### Congestion heat map

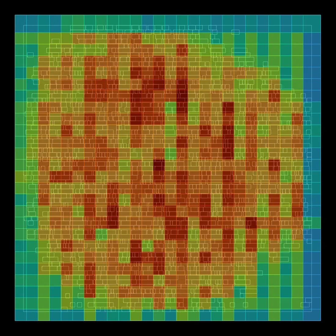
### Sequential cells colored by netlist name

(2 px per µm) Other sequential cells in the stronger gray, the rest of the logic in the fainter gray.
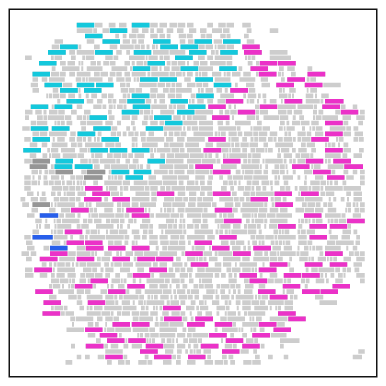
### Gate families picked out

(1.5 px per µm)
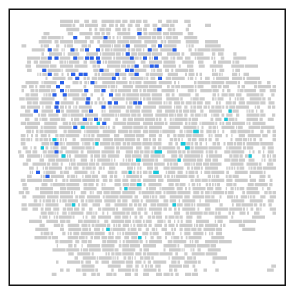
### Metal 1

(1.5 px per µm)
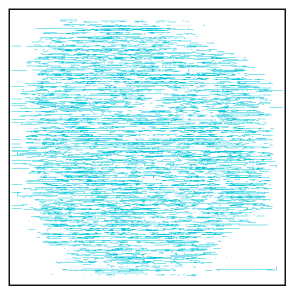
### Zoomed window

Window x 125 to 150, y 125 to 150 µm. Cells in gray, sequential cells in the stronger gray; small squares are vias.
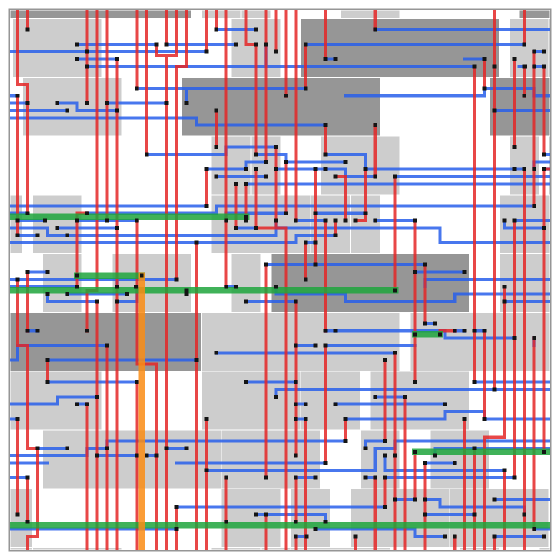
[config.mk]
export PLATFORM = sky130hd
export DESIGN_NAME = knn_topk_tracker
export DESIGN_NICKNAME = d
export VERILOG_FILES = /design/src/rtl/knn_topk_tracker.sv
export SDC_FILE = /design/constraint.sdc
export NUM_CORES = 1
export LEC_CHECK = 0
export CAP_MARGIN = 40
export CORE_MARGIN = 5
export CORE_UTILIZATION = 46
export DETAILED_ROUTE_END_ITERATION = 8
export PLACE_DENSITY = 0.65
export SETUP_SLACK_MARGIN = 0.5
export SKIP_CTS_REPAIR_TIMING = 1
export SLEW_MARGIN = 20
export SYNTH_ARGS = -nofsm -noshare
export SYNTH_HDL_FRONTEND = slang
export SYNTH_SLANG_ARGS = --single-unit
[constraint.sdc]
create_clock -name clk_in -period 3.7 [get_ports clk_in]
set_clock_uncertainty 0.1 [all_clocks]
set_input_delay 0.555 -clock clk_in [delete_from_list [all_inputs] [get_ports clk_in]]
set_output_delay 0.555 -clock clk_in [all_outputs]
set_load 0.05 [all_outputs]
[src/rtl/knn_topk_tracker.sv]
// rtl/knn_topk_tracker.sv - keeps the K nearest (distance, id) candidates of a query and drains them in ascending order
module knn_topk_tracker #(
    parameter int DIST_W = 32,
    parameter int ID_W   = 16,
    parameter int K      = 4
) (
    input  logic                   clk_in,
    input  logic                   rst_in,
    input  logic                   start_in,
    input  logic                   data_valid_in,
    output logic                   data_ready_out,
    input  logic [DIST_W-1:0]      distance_sq_in,
    input  logic [ID_W-1:0]        vertex_id_in,
    input  logic                   last_in,
    output logic                   result_valid_out,
    input  logic                   result_ready_in,
    output logic [DIST_W-1:0]      result_distance_out,
    output logic [ID_W-1:0]        result_id_out,
    output logic [$clog2(K):0]     result_rank_out,
    output logic [$clog2(K):0]     result_count_out,
    output logic                   done_out
);
    localparam int CW = $clog2(K) + 1;
    localparam int IW = (K > 1) ? $clog2(K) : 1;

    typedef enum logic [1:0] {S_IDLE, S_COLLECT, S_DRAIN} state_t;

    state_t            state_q, state_d;
    logic [DIST_W-1:0] slot_dist [K];
    logic [ID_W-1:0]   slot_id   [K];
    logic [CW-1:0]     count_q;
    logic [CW-1:0]     ptr_q;
    logic              done_q, done_d;

    logic              accept, dup, ins_found, do_ins, hs;
    logic [CW-1:0]     ins_pos;
    logic [IW-1:0]     ptr_idx;

    // Slot i is valid when i < count; the lowest slot that is empty or strictly farther wins.
    always_comb begin
        dup       = 1'b0;
        ins_found = 1'b0;
        ins_pos   = '0;
        for (int i = K - 1; i >= 0; i--) begin
            if (CW'(i) < count_q && slot_id[i] == vertex_id_in)
                dup = 1'b1;
            if (CW'(i) >= count_q || slot_dist[i] > distance_sq_in) begin
                ins_found = 1'b1;
                ins_pos   = CW'(i);
            end
        end
    end

    assign accept  = (state_q == S_COLLECT) && data_valid_in;
    assign do_ins  = accept && !start_in && !dup && ins_found;
    assign ptr_idx = ptr_q[IW-1:0];

    always_comb begin
        data_ready_out   = (state_q == S_COLLECT);
        result_valid_out = (state_q == S_DRAIN) && (ptr_q < count_q);
        hs               = result_valid_out && result_ready_in;
    end

    always_comb begin
        result_distance_out = '0;
        result_id_out       = '0;
        result_rank_out     = '0;
        if (result_valid_out) begin
            result_distance_out = slot_dist[ptr_idx];
            result_id_out       = slot_id[ptr_idx];
            result_rank_out     = ptr_q;
        end
    end

    always_comb begin
        state_d = state_q;
        done_d  = 1'b0;
        case (state_q)
            S_IDLE: begin
                if (start_in) state_d = S_COLLECT;
            end
            S_COLLECT: begin
                if (start_in)                state_d = S_COLLECT;
                else if (accept && last_in)  state_d = S_DRAIN;
            end
            S_DRAIN: begin
                if (start_in) begin
                    state_d = S_COLLECT;
                end else if (count_q == '0 || (hs && ptr_q == count_q - CW'(1))) begin
                    state_d = S_IDLE;
                    done_d  = 1'b1;
                end
            end
            default: state_d = S_IDLE;
        endcase
    end

    always_ff @(posedge clk_in or negedge rst_in) begin
        if (!rst_in) begin
            state_q <= S_IDLE;
            done_q  <= 1'b0;
        end else begin
            state_q <= state_d;
            done_q  <= done_d;
        end
    end

    always_ff @(posedge clk_in or negedge rst_in) begin
        if (!rst_in) begin
            count_q <= '0;
            ptr_q   <= '0;
        end else begin
            if (start_in)
                count_q <= '0;
            else if (do_ins && count_q != CW'(K))
                count_q <= count_q + CW'(1);
            if (start_in || state_q != S_DRAIN)
                ptr_q <= '0;
            else if (hs)
                ptr_q <= ptr_q + CW'(1);
        end
    end

    // Insert at ins_pos, shift the tail down; slot K-1 falls off when full.
    always_ff @(posedge clk_in or negedge rst_in) begin
        if (!rst_in) begin
            for (int i = 0; i < K; i++) begin
                slot_dist[i] <= '0;
                slot_id[i]   <= '0;
            end
        end else if (do_ins) begin
            for (int i = 0; i < K; i++) begin
                if (CW'(i) == ins_pos) begin
                    slot_dist[i] <= distance_sq_in;
                    slot_id[i]   <= vertex_id_in;
                end
            end
            for (int i = 1; i < K; i++) begin
                if (CW'(i) > ins_pos) begin
                    slot_dist[i] <= slot_dist[i-1];
                    slot_id[i]   <= slot_id[i-1];
                end
            end
        end
    end

    assign result_count_out = count_q;
    assign done_out         = done_q;
endmodule

==> run summary <==
Implementation numbers.

- The run finished with clean final reports.
- The dominant register cell is dfrtp_1.
- The worst setup path is launched from a flop.
- In the floorplan report the effective utilization is 46.6%.
- The pre-CTS worst setup slack is -0.537 ns.
- According to the Yosys statistics, the synthesized design has a chip area of 13800 µm².
- The largest net degree at the start of global routing is 91.
- The master of the slowest instance on the critical path is or4_4.
- The tally of nets with antenna violations remaining after routing reads 0.
- The number of sequential cells in the layout reads 201.
- The transition time at the pin with the least slew margin reads 0.579 ns.
- The global routing usage summed across all routing layers reads 25.7%.
- The number of max-cap violations is 0.
- In this run the mean area of a mapped cell was 9.86 µm².
- The final count of hold timing violations is 0.
- The minimum clock period after layout reads 3.40 ns.
- The top-level I/O count reads 111.
- The number of stages on the worst hold path reads 3.
- The vertical die dimension reported for this design is 183 µm.
- The maximum fanout along the worst path is 8.
- The multi-input combinational cells in the finished layout cover a total of 9600 µm².
- TritonCTS reports the number of clock sinks as 201.
- The total power consumption of the routed design is 10.8 mW.
- The area share of the largest cell type after synthesis is 36.5%.
- The type of element capturing the critical path reads a flop.
- The total non-filler cell area in the finished layout is 19800 µm².
- The synthesized-area fraction occupied by xor and xnor cells is 4.33%.
- When the netlist entered floorplanning its net count stood at 1588.
- The number of distinct library cells after synthesis reads 59.
- During placement, the flow inserted port buffers numbering 110.
- The number of enable-type register cells in the synthesized netlist reads 0.
- The fraction of the yosys area taken by sequential cells is 36.5%.
- The clock buffer count reads 36.
-- 'Congestion heat map' (at the start) --
GR met3 Demand/Resource: 3.77%
GRT met1 Usage: 36.9%
Avg WL per Cell: 24.5 µm
grt met2 use: 41.6%

-- 'Sequential cells colored by netlist name' (at the start) --
[blue] `ptr_q` | flops: 3
[magenta] `slot_dist` | flops: 128 | where: spread over the die
[cyan] `slot_id` | flops: 64
not colored: 6
Final Core Density: 67.0%
reported sequential group power: 4.00 mW

-- 'Gate families picked out' (at the start) --
[cyan] AND-OR and OR-AND gates | cells: 23
[blue] XOR/XNOR gates | cells: 68
most numerous logic cell after layout: dfrtp_1
proportion of cell area occupied by multi-input gates: 48.5%
final standard cell count with taps included and fillers excluded: 2069

-- 'Metal 1' (at the start) --
longest straight run: 49.2 µm
main direction: horizontal
nets with wire on the layer: 1728
number of vias after detailed routing: 12800
total detailed-routing wirelength: 50.8 mm

-- 'Zoomed window' (at the start) --
[orange] metal 4
[green] metal 3
[blue] metal 1
[red] metal 2
sequential cells in the window: 4
cells with their middle in the window: 34
most frequent: a21oi_1 (6), ha_1 (6), dfrtp_1 (4)
netlist names of flops here include: `slot_dist` (4)

Power is estimated from default activity; no workload was simulated.
